[src/rtl/wb_arb_pkg.sv]
// ============================================================================
// Module      : wb_arb_pkg
// Description : Shared types and constants for the Wishbone burst arbiter.
// Revision    : 1.0 - initial release
// ============================================================================
`default_nettype none

package wb_arb_pkg;

    typedef enum logic [1:0] {
        ARB_IDLE   = 2'd0,
        ARB_SINGLE = 2'd1,
        ARB_BURST  = 2'd2,
        ARB_ABORT  = 2'd3
    } arb_state_e;

    localparam int BURST_BEATS = 4;

    // Width of a master index; never narrower than one bit.
    function automatic int idx_width(input int n);
        return (n > 1) ? $clog2(n) : 1;
    endfunction

endpackage

`default_nettype wire

[src/rtl/wb_rr_picker.sv]
// ============================================================================
// Module      : wb_rr_picker
// Description : Round-robin priority encoder: first request at or after ptr.
// Revision    : 1.0 - initial release
// ============================================================================
`default_nettype none

module wb_rr_picker #(
    parameter int N  = 2,
    parameter int IW = 1
) (
    input  logic [N-1:0]  req_i,
    input  logic [IW-1:0] ptr_i,
    output logic [N-1:0]  gnt_o,
    output logic [IW-1:0] idx_o,
    output logic          any_o
);

    always_comb begin
        gnt_o = '0;
        idx_o = '0;
        any_o = 1'b0;
        // Walk distances 0..N-1 from the pointer; the first hit wins.
        for (int i = 0; i < N; i++) begin
            for (int k = 0; k < N; k++) begin
                if (!any_o && req_i[k] && (k == ((int'(ptr_i) + i) % N))) begin
                    any_o    = 1'b1;
                    gnt_o[k] = 1'b1;
                    idx_o    = IW'(k);
                end
            end
        end
    end

endmodule

`default_nettype wire

[src/rtl/wb_burst_arbiter.sv]
// ============================================================================
// Module      : wb_burst_arbiter
// Description : Round-robin, burst-aware Wishbone arbiter with cycle watchdog.
// Revision    : 1.0 - initial release
// ============================================================================
`default_nettype none

module wb_burst_arbiter
    import wb_arb_pkg::*;
#(
    parameter int N_MASTERS = 2,
    parameter int WB_DWIDTH = 32,
    parameter int WB_AWIDTH = 32,
    parameter int TIMEOUT   = 1000
) (
    input  logic                               i_clk,
    input  logic                               i_rst_n,
    input  logic [N_MASTERS-1:0]               i_m_cyc,
    input  logic [N_MASTERS-1:0]               i_m_stb,
    input  logic [N_MASTERS-1:0]               i_m_we,
    input  logic [N_MASTERS-1:0]               i_m_burst,
    input  logic [N_MASTERS*WB_AWIDTH-1:0]     i_m_adr,
    input  logic [N_MASTERS*(WB_DWIDTH/8)-1:0] i_m_sel,
    input  logic [N_MASTERS*WB_DWIDTH-1:0]     i_m_dat,
    output logic [WB_DWIDTH-1:0]               o_m_dat,
    output logic [N_MASTERS-1:0]               o_m_ack,
    output logic [N_MASTERS-1:0]               o_m_err,
    output logic                               o_s_cyc,
    output logic                               o_s_stb,
    output logic                               o_s_we,
    output logic [WB_AWIDTH-1:0]               o_s_adr,
    output logic [WB_DWIDTH/8-1:0]             o_s_sel,
    output logic [WB_DWIDTH-1:0]               o_s_dat,
    input  logic [WB_DWIDTH-1:0]               i_s_dat,
    input  logic                               i_s_ack,
    input  logic                               i_s_err,
    output logic [N_MASTERS-1:0]               o_grant
);

    localparam int SW = WB_DWIDTH / 8;
    localparam int IW = idx_width(N_MASTERS);
    localparam int WW = $clog2(TIMEOUT);
    localparam logic [WW-1:0] WD_LAST   = WW'(TIMEOUT - 1);
    localparam logic [1:0]    BEAT_LAST = 2'(BURST_BEATS - 1);
    localparam logic [IW-1:0] IDX_LAST  = IW'(N_MASTERS - 1);

    arb_state_e             state_q, state_d;
    logic [N_MASTERS-1:0]   grant_q, grant_d;
    logic [IW-1:0]          owner_q, owner_d;
    logic [IW-1:0]          rr_q, rr_d;
    logic [1:0]             beat_q, beat_d;
    logic [WW-1:0]          wdog_q, wdog_d;

    logic [N_MASTERS-1:0]   w_req;
    logic [N_MASTERS-1:0]   w_pick_gnt;
    logic [IW-1:0]          w_pick_idx;
    logic                   w_pick_any;
    logic                   w_pick_burst;
    logic                   w_owner_cyc;
    logic                   w_owner_stb;
    logic                   w_owner_we;
    logic                   w_active;
    logic [IW-1:0]          w_rr_next;

    assign w_req        = i_m_cyc & i_m_stb;
    assign w_pick_burst = |(i_m_burst & w_pick_gnt);
    assign w_owner_cyc  = |(i_m_cyc & grant_q);
    assign w_active     = ((state_q == ARB_SINGLE) || (state_q == ARB_BURST)) && w_owner_cyc;
    assign w_rr_next    = (owner_q == IDX_LAST) ? '0 : owner_q + IW'(1);

    wb_rr_picker #(
        .N  (N_MASTERS),
        .IW (IW)
    ) u_picker (
        .req_i (w_req),
        .ptr_i (rr_q),
        .gnt_o (w_pick_gnt),
        .idx_o (w_pick_idx),
        .any_o (w_pick_any)
    );

    // Slave-side mux; a zero grant yields an all-zero bus.
    always_comb begin
        w_owner_stb = 1'b0;
        w_owner_we  = 1'b0;
        o_s_adr     = '0;
        o_s_sel     = '0;
        o_s_dat     = '0;
        for (int k = 0; k < N_MASTERS; k++) begin
            if (grant_q[k]) begin
                w_owner_stb = i_m_stb[k];
                w_owner_we  = i_m_we[k];
                o_s_adr     = i_m_adr[k*WB_AWIDTH +: WB_AWIDTH];
                o_s_sel     = i_m_sel[k*SW +: SW];
                o_s_dat     = i_m_dat[k*WB_DWIDTH +: WB_DWIDTH];
            end
        end
    end

    assign o_s_cyc = w_active;
    assign o_s_stb = w_active & w_owner_stb;
    assign o_s_we  = w_active & w_owner_we;
    assign o_m_dat = i_s_dat;
    assign o_m_ack = (w_active && i_s_ack && !i_s_err) ? grant_q : '0;
    assign o_m_err = ((w_active && i_s_err) || (state_q == ARB_ABORT)) ? grant_q : '0;
    assign o_grant = grant_q;

    always_comb begin
        state_d = state_q;
        grant_d = grant_q;
        owner_d = owner_q;
        rr_d    = rr_q;
        beat_d  = beat_q;
        wdog_d  = wdog_q;
        case (state_q)
            ARB_IDLE: begin
                if (w_pick_any) begin
                    grant_d = w_pick_gnt;
                    owner_d = w_pick_idx;
                    beat_d  = '0;
                    wdog_d  = '0;
                    state_d = w_pick_burst ? ARB_BURST : ARB_SINGLE;
                end
            end
            ARB_SINGLE, ARB_BURST: begin
                // Precedence: owner abandons, then err, then ack, then watchdog.
                if (!w_owner_cyc || i_s_err ||
                    (i_s_ack && ((state_q == ARB_SINGLE) || (beat_q == BEAT_LAST)))) begin
                    state_d = ARB_IDLE;
                    grant_d = '0;
                    rr_d    = w_rr_next;
                    beat_d  = '0;
                    wdog_d  = '0;
                end else if (i_s_ack) begin
                    beat_d  = beat_q + 2'd1;
                    wdog_d  = '0;
                end else if (wdog_q == WD_LAST) begin
                    state_d = ARB_ABORT;
                end else begin
                    wdog_d  = wdog_q + WW'(1);
                end
            end
            ARB_ABORT: begin
                state_d = ARB_IDLE;
                grant_d = '0;
                rr_d    = w_rr_next;
                beat_d  = '0;
                wdog_d  = '0;
            end
            default: begin
                state_d = ARB_IDLE;
                grant_d = '0;
            end
        endcase
    end

    always_ff @(posedge i_clk or negedge i_rst_n) begin
        if (!i_rst_n) begin
            state_q <= ARB_IDLE;
            grant_q <= '0;
            owner_q <= '0;
            rr_q    <= '0;
            beat_q  <= '0;
            wdog_q  <= '0;
        end else begin
            state_q <= state_d;
            grant_q <= grant_d;
            owner_q <= owner_d;
            rr_q    <= rr_d;
            beat_q  <= beat_d;
            wdog_q  <= wdog_d;
        end
    end

endmodule

`default_nettype wire

[config.mk]
export PLATFORM = sky130hd
export DESIGN_NAME = wb_burst_arbiter
export DESIGN_NICKNAME = d
export VERILOG_FILES = /design/src/rtl/wb_arb_pkg.sv /design/src/rtl/wb_rr_picker.sv /design/src/rtl/wb_burst_arbiter.sv
export SDC_FILE = /design/constraint.sdc
export NUM_CORES = 1
export LEC_CHECK = 0
export CORE_AREA = 2 2 112 114
export DETAILED_ROUTE_END_ITERATION = 10
export DIE_AREA = 0 0 114 116
export MAX_ROUTING_LAYER = met4
export PLACE_DENSITY = 0.61
export SETUP_SLACK_MARGIN = 0.15
export SLEW_MARGIN = 20
export SYNTH_ARGS = -nofsm -noshare
export SYNTH_HDL_FRONTEND = slang
export SYNTH_SLANG_ARGS = --single-unit
[constraint.sdc]
create_clock -name i_clk -period 2.1 [get_ports i_clk]
set_input_delay 0.63 -clock i_clk [delete_from_list [all_inputs] [get_ports i_clk]]
set_output_delay 0.63 -clock i_clk [all_outputs]
set_load 0.02 [all_outputs]
Run 1, PDN straps and rails:
Pins as bars on the die edge.
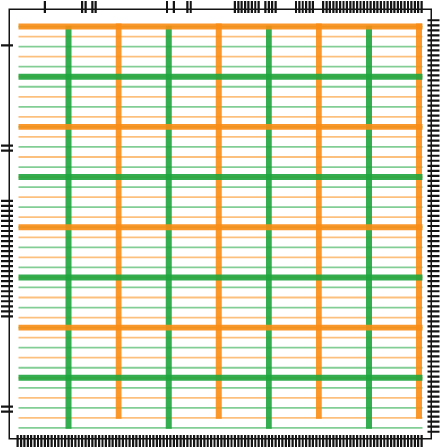
net	colour
VSS	green
VDD	orange
met5 straps	8
met4 straps	8
Max IR drop VDD: 500 uV
die height: 116 um
Core ar.: 11900 um^2

Run 1, close-up of the layout:
Region (4, 62) to (54, 112) um. Cells in grey, sequential cells in the stronger grey; small squares are vias.
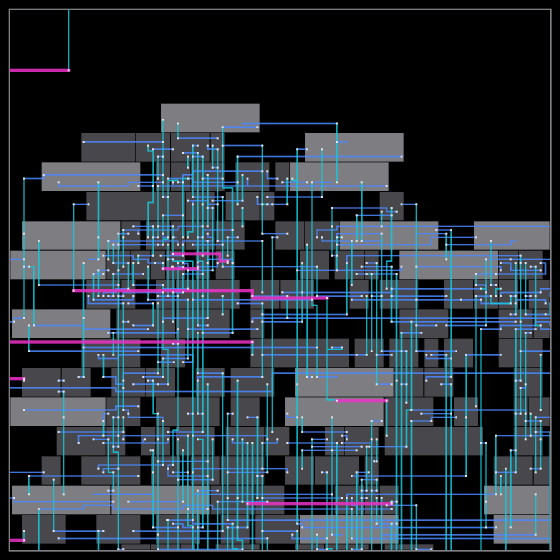
layer	colour
metal 2	cyan
metal 3	magenta
metal 1	blue
netlist names of flops here include	wdog_q (10), beat_q (2), o_grant (2)
cells with their middle in the window	122
sequential cells in the window	18
most frequent	buf_4 (20), dfrtp_1 (16), nor2_1 (6)

Run 1, register map, names as in the netlist:
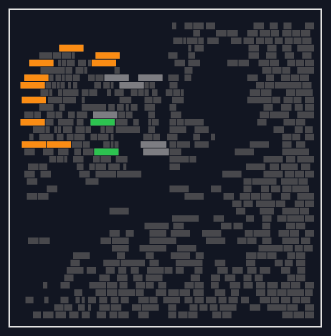
name in the netlist	colour	placed flops
wdog_q	orange	10
beat_q	green	2

==> flow_summary_export.csv, run 1 <==
group,metric,value,unit
outcome,outcome,"finished with violations",
outcome,violations,"setup timing",
routing,vias,3000,
yosys,syn_avg_cell_area,8.64,um^2
routing,wirelength,14100,um
power_and_ir_drop,clkPwrFrac,7.9,%
global_routing,grt_first_pass_wirelength,18900,um
yosys,yosys_warnings,0,
setup_path,cp-end-kind,"output pin",
final_timing,final_max_slew_viol_count,0,
place,routabilityCongestion,0.954,
routing,drt_iter0_drc,137,
clocking,clkSinkCount,18,
final_timing,setup_slack,-0.0888,ns
final_timing,rsz0062_at_grt,"yes",
final_timing,worst_pin_slew,0.401,ns
power_and_ir_drop,p_per_area,929,nW/um^2
power_and_ir_drop,combinationalPowerShare,83.6,%
run,warnings,32,
final_timing,finalSetupViolCount,59,
final_timing,skew,0.00507,ns
==> run 1: repair_timing <==
item / CTS / global route
setup endpoints to repair: 93 / 79
pin swaps: 35 / 26
gates cloned: 5 / 7
buffers inserted: 12 / 11
resized: 400 / 53
==> run 1: registers in the layout, summed over array words and instances (netlist names) <==
register	cells
rr_q	1
wdog_q	10
beat_q	2
state_q	2
o_grant	2
owner_q	1
==> run 1: kinds of logic after synthesis <==
logic type,count (synthesis),share of synthesized area (%)
flip-flops,18,21.8
buffers and inverters,58,16.6
XOR/XNOR,4,1.70
AND/OR/NAND/NOR,45,12.3
multiplexers,5,2.60
AND-OR/OR-AND,103,41.4
adder cells (fa/ha/maj),6,3.63
==> run 1: area by class of cell <==
cell class	instances	area [um^2]
multi-input cells	163	1640
flip-flops and latches	18	453
fillers	1085	6220
diodes	2	5.00
clock buffers	4	88.8
well taps	147	184
repair buffers	295	3290
inverters	7	26.3
==> run 1: worst register-to-register path: stages (launching register included) <==
cell and delay, ns:
dfrtp_1 0.36, inv_2 0.07, ha_4 0.29, nand2b_4 0.07
buf_6 0.12, buf_6 0.10, or3_4 0.39, or4_4 0.43
nand3_2 0.08
==> run 1: cells in the mapped netlist (2+ instances only) <==
library cell,instances
o211ai_1,2
nand2_1,10
mux2i_1,2
a22o_1,70
and3_1,3
nor3_1,2
dfrtp_1,18
clkbuf_1,10
inv_1,7
nor3_2,2
ha_1,6
a21oi_1,4
a22oi_2,2
buf_1,5
nor2b_1,2
xnor2_1,4
o21ai_0,3
nand3_1,4
mux2_2,2
buf_2,4
a22oi_1,2
buf_4,32
o21ai_1,2
a31oi_1,4
a21o_1,2
nor2_1,10
a211oi_1,3
==> run 1: routing by layer <==
metal / part of all wire [%] / track usage, % / vias up
met5: 0 / - / -
met4: 0.11 / 0.732 / 0
met3: 14 / 10.9 / 2
met2: 42 / 29.2 / 176
met1: 44 / 26.0 / 1424
li1: - / - / 1398
==> run 1: worst min-delay path by stage <==
stage                      to  cells after the start
global placement         rr_q                      1
floorplan           beat_q[0]                      0
global route             rr_q                      1
detailed placement       rr_q                      1
CTS                      rr_q                      1
finish                   rr_q                      1
==> run 1: through the flow <==
step,instances,setup TNS (ns)
global route,636,-5.17
finish,636,-3.00
detailed placement,595,-27.03
CTS,616,-2.19
floorplan,239,0
global placement,595,-26.60
==> run 1: power by group through the flow <==
stage / Combinational (mW) / Clock (mW) / Sequential (mW)
after floorplan: 1.53 / 0 / 0.461
after global placement: 3.23 / 0 / 0.451
after detailed placement: 3.24 / 0 / 0.454
after CTS: 3.94 / 0.430 / 0.445
after global routing: 4.65 / 0.443 / 0.452
final: 4.42 / 0.418 / 0.448
==> run 1 -> run 2 <==
ABC_CLOCK_PERIOD_IN_PS = 2000   (was default)
CORE_AREA = 2 2 113 115   (was 2 2 112 114)
DIE_AREA = 0 0 115 117   (was 0 0 114 116)
PLACE_DENSITY = 0.62   (was 0.61)
clock period = 2 ns   (was 2.1 ns; I/O delays follow)
Run 2, PDN straps and rails:
Pins as bars on the die edge.
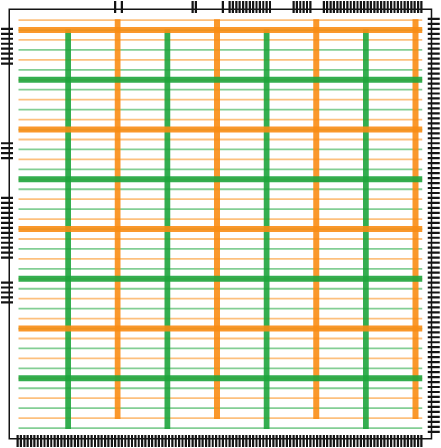
net	colour
VSS	green
VDD	orange
rows	41
met5 straps	8
met1 rails	42
met4 straps	8
signal pins	289
Core ar.: 12300 um^2
Max IR drop VDD: 689 uV
die height: 117 um
Die Span X: 115 um

Run 2, register map, names as in the netlist:
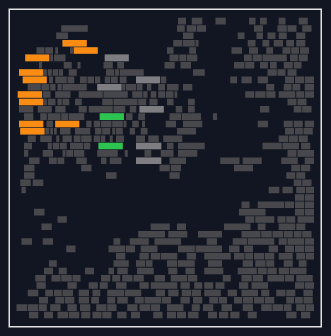
name in the netlist	colour	placed flops
wdog_q	orange	10
beat_q	green	2
not coloured	6
Flop area: 453 um^2
Seq group: 473 uW
final core utilization: 46.7%
Seq/total area: 7.87%

==> flow_summary_export.csv, run 2 <==
group,metric,value,unit
routing,vias,3051,
cells_and_area,fillers,1141,
yosys,synth.cells.most_frequent,"a22o_1, buf_4, dfrtp_1",
outcome,violations,"setup timing",
yosys,syn_avg_cell_area,8.64,um^2
cells_and_area,largest-register,"wdog_q",
setup_path,cp-end-kind,"output pin",
final_timing,finalSetupViolCount,73,
place,routabilityCongestion,0.886,
global_routing,grt_first_pass_wirelength,18900,um
routing,drt_iter0_drc,91,
power_and_ir_drop,p_per_area,960,nW/um^2
cells_and_area,largest_reg_flops,10,
clocking,clkSinkCount,18,
final_timing,skew,0.00413,ns
yosys,yosys_warnings,0,
outcome,outcome,"finished with violations",
place,dp.cells,602,
final_timing,rsz0062_at_grt,"yes",
yosys,yosys.cell_count.top_type,"a22o_1",
routing,wirelength,13900,um
clocking,ctsHtreeMaxLevel,1,
final_timing,setup_slack,-0.191,ns
cells_and_area,comb_area,1720,um^2
Run 2, clock routing:
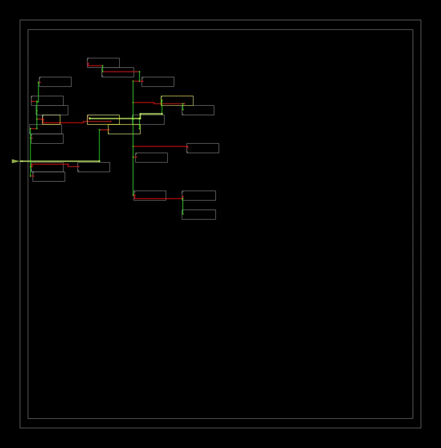
P_clk: 438 uW
flop count: 18

-- run 2: kinds of logic after synthesis --
| kind of cell | count (synthesis) | synth area share [%] |
|---|---|---|
| buffers and inverters | 58 | 16.6 |
| muxes | 5 | 2.60 |
| DFF | 18 | 21.8 |
| adders and majority gates | 6 | 3.63 |
| xor gates and xnor gates | 4 | 1.70 |
| and+or+nand+nor | 45 | 12.3 |
| AOI/OAI and AO/OA | 103 | 41.4 |
-- run 2: through the flow --
| stage | hold slack (ns) | power (mW) | setup slack, ns | setup TNS (ns) | util (%) |
|---|---|---|---|---|---|
| 2_1_floorplan | 0.304 | 2.13 | 0.0882 | 0 | - |
| 3_3_place_gp | 0.445 | 3.84 | -0.859 | -32.50 | 38.3 |
| 3_5_place_dp | 0.458 | 3.86 | -0.896 | -33.08 | 38.3 |
| 4_1_cts | 0.468 | 5.14 | -0.208 | -8.03 | 44.1 |
| 5_1_grt | 0.508 | 5.78 | -0.236 | -11.04 | 46.7 |
| 6_report | 0.463 | 5.52 | -0.191 | -6.89 | 46.7 |
-- run 2: worst max-delay path, delay by kind of cell, from the launching register on --
kind / cells / cell delay (ns)
buffers and inverters: 4 / 0.55
DFF: 1 / 0.40
AOI/OAI and AO/OA: 1 / 0.24
and+or+nand+nor: 1 / 0.15
-- run 2: per-layer routing --
layer	share of wire, %	routed length, um	vias to the layer above	global-route usage (%)
met5	0	0	-	-
met4	0.36	50	0	1.45
met3	12	1680	4	6.75
met2	45	6190	157	29.3
met1	43	5970	1484	26.7
li1	-	-	1406	-
-- run 2: power breakdown --
group,switching [mW],internal (mW),total [mW]
sequential,0.0499,0.423,0.473
clock,0.134,0.304,0.438
combinational,2.07,2.54,4.61
-- run 2: what timing repair did --
action | in CTS | in global routing
gates cloned | 9 | 2
setup endpoints to repair | 94 | 92
pin swaps | 20 | 16
gates resized | 371 | 90
setup buffers | 8 | 10
-- run 2: path summary, 6_finish.rpt --
kind | slack (ns) | end | depth (start not counted)
max in group asynchronous | 0.88 | wdog_q[4] | 2
min in group asynchronous | 0.63 | beat_q[0] | 1
hold reg to reg | 0.46 | rr_q | 1
setup / recovery | -0.19 | o_s_adr[15] | 6
hold / removal | 0.46 | rr_q | 1
setup reg to reg | 0.17 | wdog_q[2] | 7
-- run 2: final cells by class --
| class | instances | area share, % |
|---|---|---|
| clock buffer | 4 | 1.54 |
| antenna | 2 | 0.0870 |
| tap | 150 | 3.26 |
| timing repair buffer | 293 | 56.9 |
| inverter | 7 | 0.457 |
| sequential | 18 | 7.87 |
| multi-input combinational | 163 | 29.9 |
No activity file was given, so power comes from the tool's default toggle rates.
